--- config.mk ---
export PLATFORM = sky130hd
export DESIGN_NAME = instruction_memory_sync
export DESIGN_NICKNAME = d
export VERILOG_FILES = /design/src/rtl/imem_pkg.sv /design/src/rtl/imem_array.sv /design/src/rtl/instruction_memory_sync.sv
export SDC_FILE = /design/constraint.sdc
export NUM_CORES = 2
export LEC_CHECK = 0
export CAP_MARGIN = 20
export CELL_PAD_IN_SITES_DETAIL_PLACEMENT = 0
export CELL_PAD_IN_SITES_GLOBAL_PLACEMENT = 1
export CORE_UTILIZATION = 44
export CTS_BUF_LIST = sky130_fd_sc_hd__clkbuf_8
export DETAILED_ROUTE_END_ITERATION = 8
export PLACE_DENSITY_LB_ADDON = 0.1
export SYNTH_ARGS = -nofsm -noshare
export SYNTH_HDL_FRONTEND = slang
export SYNTH_SLANG_ARGS = --single-unit
--- constraint.sdc ---
create_clock -name clk -period 2.8 [get_ports clk]
set_input_delay 0.42 -clock clk [delete_from_list [all_inputs] [get_ports clk]]
set_output_delay 0.42 -clock clk [all_outputs]
set_load 0.02 [all_outputs]
--- src/rtl/imem_pkg.sv ---
// Shared defaults and address-decode helpers for the instruction memory and the PC logic.
package imem_pkg;

  localparam int unsigned IMEM_DATA_W = 32;
  localparam int unsigned IMEM_DEPTH  = 64;

  localparam logic [IMEM_DATA_W-1:0] IMEM_NOP_WORD = '0;

  // Addresses are widened to 64 bits so one helper serves any bus width up to 64.
  function automatic logic [63:0] imem_word_index(input logic [63:0] addr,
                                                  input logic        byte_addr);
    return byte_addr ? (addr >> 2) : addr;
  endfunction

  // Misaligned byte addresses are reported exactly like out-of-range ones.
  function automatic logic imem_addr_ok(input logic [63:0] addr,
                                        input logic        byte_addr,
                                        input int unsigned depth);
    logic [63:0] idx;
    logic        misaligned;
    idx        = imem_word_index(addr, byte_addr);
    misaligned = byte_addr && (addr[1:0] != 2'b00);
    return !misaligned && (idx < 64'(depth));
  endfunction

endpackage

--- src/rtl/imem_array.sv ---
// Single-port-write, synchronous-read program store with write-first bypass; no reset.
module imem_array #(
  parameter int unsigned DATA_W = 32,
  parameter int unsigned DEPTH  = 64,
  parameter int unsigned IDX_W  = $clog2(DEPTH)
) (
  input  logic              clk,
  input  logic              we,
  input  logic [IDX_W-1:0]  waddr,
  input  logic [DATA_W-1:0] wdata,
  input  logic              re,
  input  logic [IDX_W-1:0]  raddr,
  output logic [DATA_W-1:0] rdata
);

  logic [DATA_W-1:0] mem [DEPTH];
  logic [DATA_W-1:0] rdata_q;

  always_ff @(posedge clk) begin
    if (we) begin
      mem[waddr] <= wdata;
    end
    // Read data only moves on an accepted fetch, so it holds through stalls.
    if (re) begin
      rdata_q <= (we && (waddr == raddr)) ? wdata : mem[raddr];
    end
  end

  assign rdata = rdata_q;

endmodule

--- src/rtl/instruction_memory_sync.sv ---
// Clocked instruction memory for the fetch stage: load port, one-cycle registered read,
// stall/flush control, valid flag and out-of-range/misalignment detection.
module instruction_memory_sync
  import imem_pkg::*;
#(
  parameter int unsigned          DATA_W    = IMEM_DATA_W,
  parameter int unsigned          DEPTH     = IMEM_DEPTH,
  parameter int unsigned          ADDR_W    = 32,
  parameter bit                   BYTE_ADDR = 1'b1,
  parameter logic [DATA_W-1:0]    NOP_WORD  = '0
) (
  input  logic              clk,
  input  logic              rst,
  input  logic              rd_en,
  input  logic [ADDR_W-1:0] address,
  input  logic              stall,
  input  logic              flush,
  input  logic              wr_en,
  input  logic [ADDR_W-1:0] wr_addr,
  input  logic [DATA_W-1:0] wr_data,
  output logic [DATA_W-1:0] instruction,
  output logic              valid,
  output logic              addr_err
);

  localparam int unsigned IDX_W = $clog2(DEPTH);

  logic [63:0]       rd_ext, wr_ext;
  logic              rd_ok, wr_ok;
  logic [IDX_W-1:0]  rd_idx, wr_idx;
  logic              fetch_go, write_go;
  logic [DATA_W-1:0] arr_rdata;
  logic              valid_q, err_q;

  assign rd_ext = 64'(address);
  assign wr_ext = 64'(wr_addr);
  assign rd_ok  = imem_addr_ok(rd_ext, BYTE_ADDR, DEPTH);
  assign wr_ok  = imem_addr_ok(wr_ext, BYTE_ADDR, DEPTH);

  // Only the low index bits reach the array; the range check above guards the rest.
  if (BYTE_ADDR) begin : g_byte_idx
    assign rd_idx = address[IDX_W+1:2];
    assign wr_idx = wr_addr[IDX_W+1:2];
  end else begin : g_word_idx
    assign rd_idx = address[IDX_W-1:0];
    assign wr_idx = wr_addr[IDX_W-1:0];
  end

  assign fetch_go = rd_en && rd_ok && !stall && !flush;
  assign write_go = wr_en && wr_ok;

  imem_array #(
    .DATA_W (DATA_W),
    .DEPTH  (DEPTH),
    .IDX_W  (IDX_W)
  ) u_array (
    .clk   (clk),
    .we    (write_go),
    .waddr (wr_idx),
    .wdata (wr_data),
    .re    (fetch_go),
    .raddr (rd_idx),
    .rdata (arr_rdata)
  );

  always_ff @(posedge clk or posedge rst) begin
    if (rst) begin
      valid_q <= 1'b0;
      err_q   <= 1'b0;
    end else if (flush) begin
      valid_q <= 1'b0;
      err_q   <= 1'b0;
    end else if (stall) begin
      valid_q <= valid_q;
      err_q   <= err_q;
    end else if (rd_en) begin
      valid_q <= rd_ok;
      err_q   <= !rd_ok;
    end else begin
      valid_q <= 1'b0;
      err_q   <= 1'b0;
    end
  end

  // Output is gated by registered state only, so reset blanks it without waiting for an edge.
  assign instruction = valid_q ? arr_rdata : NOP_WORD;
  assign valid       = valid_q;
  assign addr_err    = err_q;

endmodule

### Met4 routing

Drawn at 1 px/µm. Supply wires on this layer in gray.
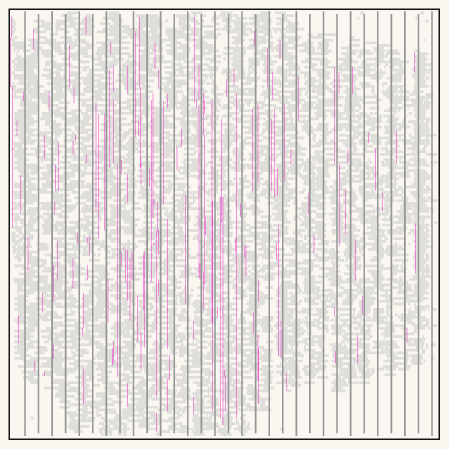
longest straight run	325 µm
share of all routed wire	3.1%

==> flow_summary.json <==
{
  "clk_latency_ns": 1.05,
  "postCtsSetupBuffers": 0,
  "place_inst": 6420,
  "xor_share_pct": 0.0656,
  "m1WireLength_mm": 95.5,
  "ys_ff": 2082,
  "seqPwrFrac_pct": 53.9,
  "grt_pass1_vias": 43000,
  "lay_top_count": "edfxtp_1",
  "rows": 156,
  "intPower_mw": 49.6,
  "setup_viol": 1,
  "crit_family": "buffers and inverters",
  "whs_path_depth": 1,
  "finalClockSkew_ns": 0.0683,
  "dieHeight_um": 429,
  "status": "finished, violations left",
  "vias_per_cell": 5.88,
  "ir_drop_mv": 0.539,
  "grt_first_pass_wirelength_mm": 330,
  "p_comb_share_pct": 5.8,
  "final.setup.worst_slack_ns": -0.00600,
  "crit_slowest_cell": "clkdlybuf4s50_1",
  "violations": "negative setup slack",
  "io_pins": 136,
  "worst_path_most_repeated_cell": "buf_4",
  "cts_buffer_depth": 4,
  "first_pass_iters": 5,
  "place_ws_ns": -1.21,
  "drc_errors": 0,
  "h-tree-depth": 5,
  "coreArea_um2": 181000,
  "cp-start-kind": "primary input",
  "clk_pin_slew_ns": 0.06,
  "syn_avg_cell_area_um2": 22.1,
  "mostFrequentLayoutCells": "2080 x edfxtp_1, 450 x mux4_2, 356 x clkbuf_8",
  "cap_viol_max_count": 0,
  "ff2ff_path_depth": 5,
  "cts_tree": "yes",
  "path_depth": 8,
  "critPathRequiredTime_ns": 3.59,
  "top_usage_layer": "met2",
  "ys_seq_share_pct": 78.1,
  "r2r_start": "u_array.mem[55][17]",
  "edf_count": 2080,
  "p_comb_mw": 3.69,
  "p_sw_share_pct": 22.2,
  "grt.total_usage_pct": 25.8,
  "wl_met2_mm": 116,
  "common_cells": "2080 x edfxtp_1, 450 x mux4_2, 251 x mux2i_1"
}
### Met3 routing

Drawn at 1 px/µm.
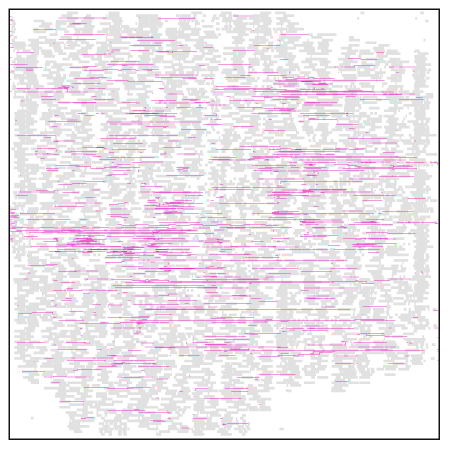
nets with wire on the layer	492
wire length on this layer	17300 µm
share of all routed wire	7.3%
GR Util met3: 5.37%
via count: 41600
routed wire length: 236 mm

==> state kept, by name, indices dropped and copies added, names as in the netlist <==
signal / count
u_array.mem: 2048
addr_err: 1
u_array.rdata: 32
valid: 1
==> cell type report <==
type	count	area [µm²]	share of cell area, %
flip-flops and latches	2082	62500	64.3
repair buffers	678	8220	8.44
inverters	5	18.8	0.0193
diodes	9	22.5	0.0231
well taps	2370	2970	3.05
clock buffers	356	4900	5.04
multi-input cells	1320	17100	17.6
clock inverters	251	1570	1.62
==> what timing repair did <==
item                                    4_1_cts  5_1_grt
endpoints found under the hold margin       683       16
cloned                                        0        0
resized                                      65        2
endpoints found under the setup margin       43        2
hold buffers                                 33        1
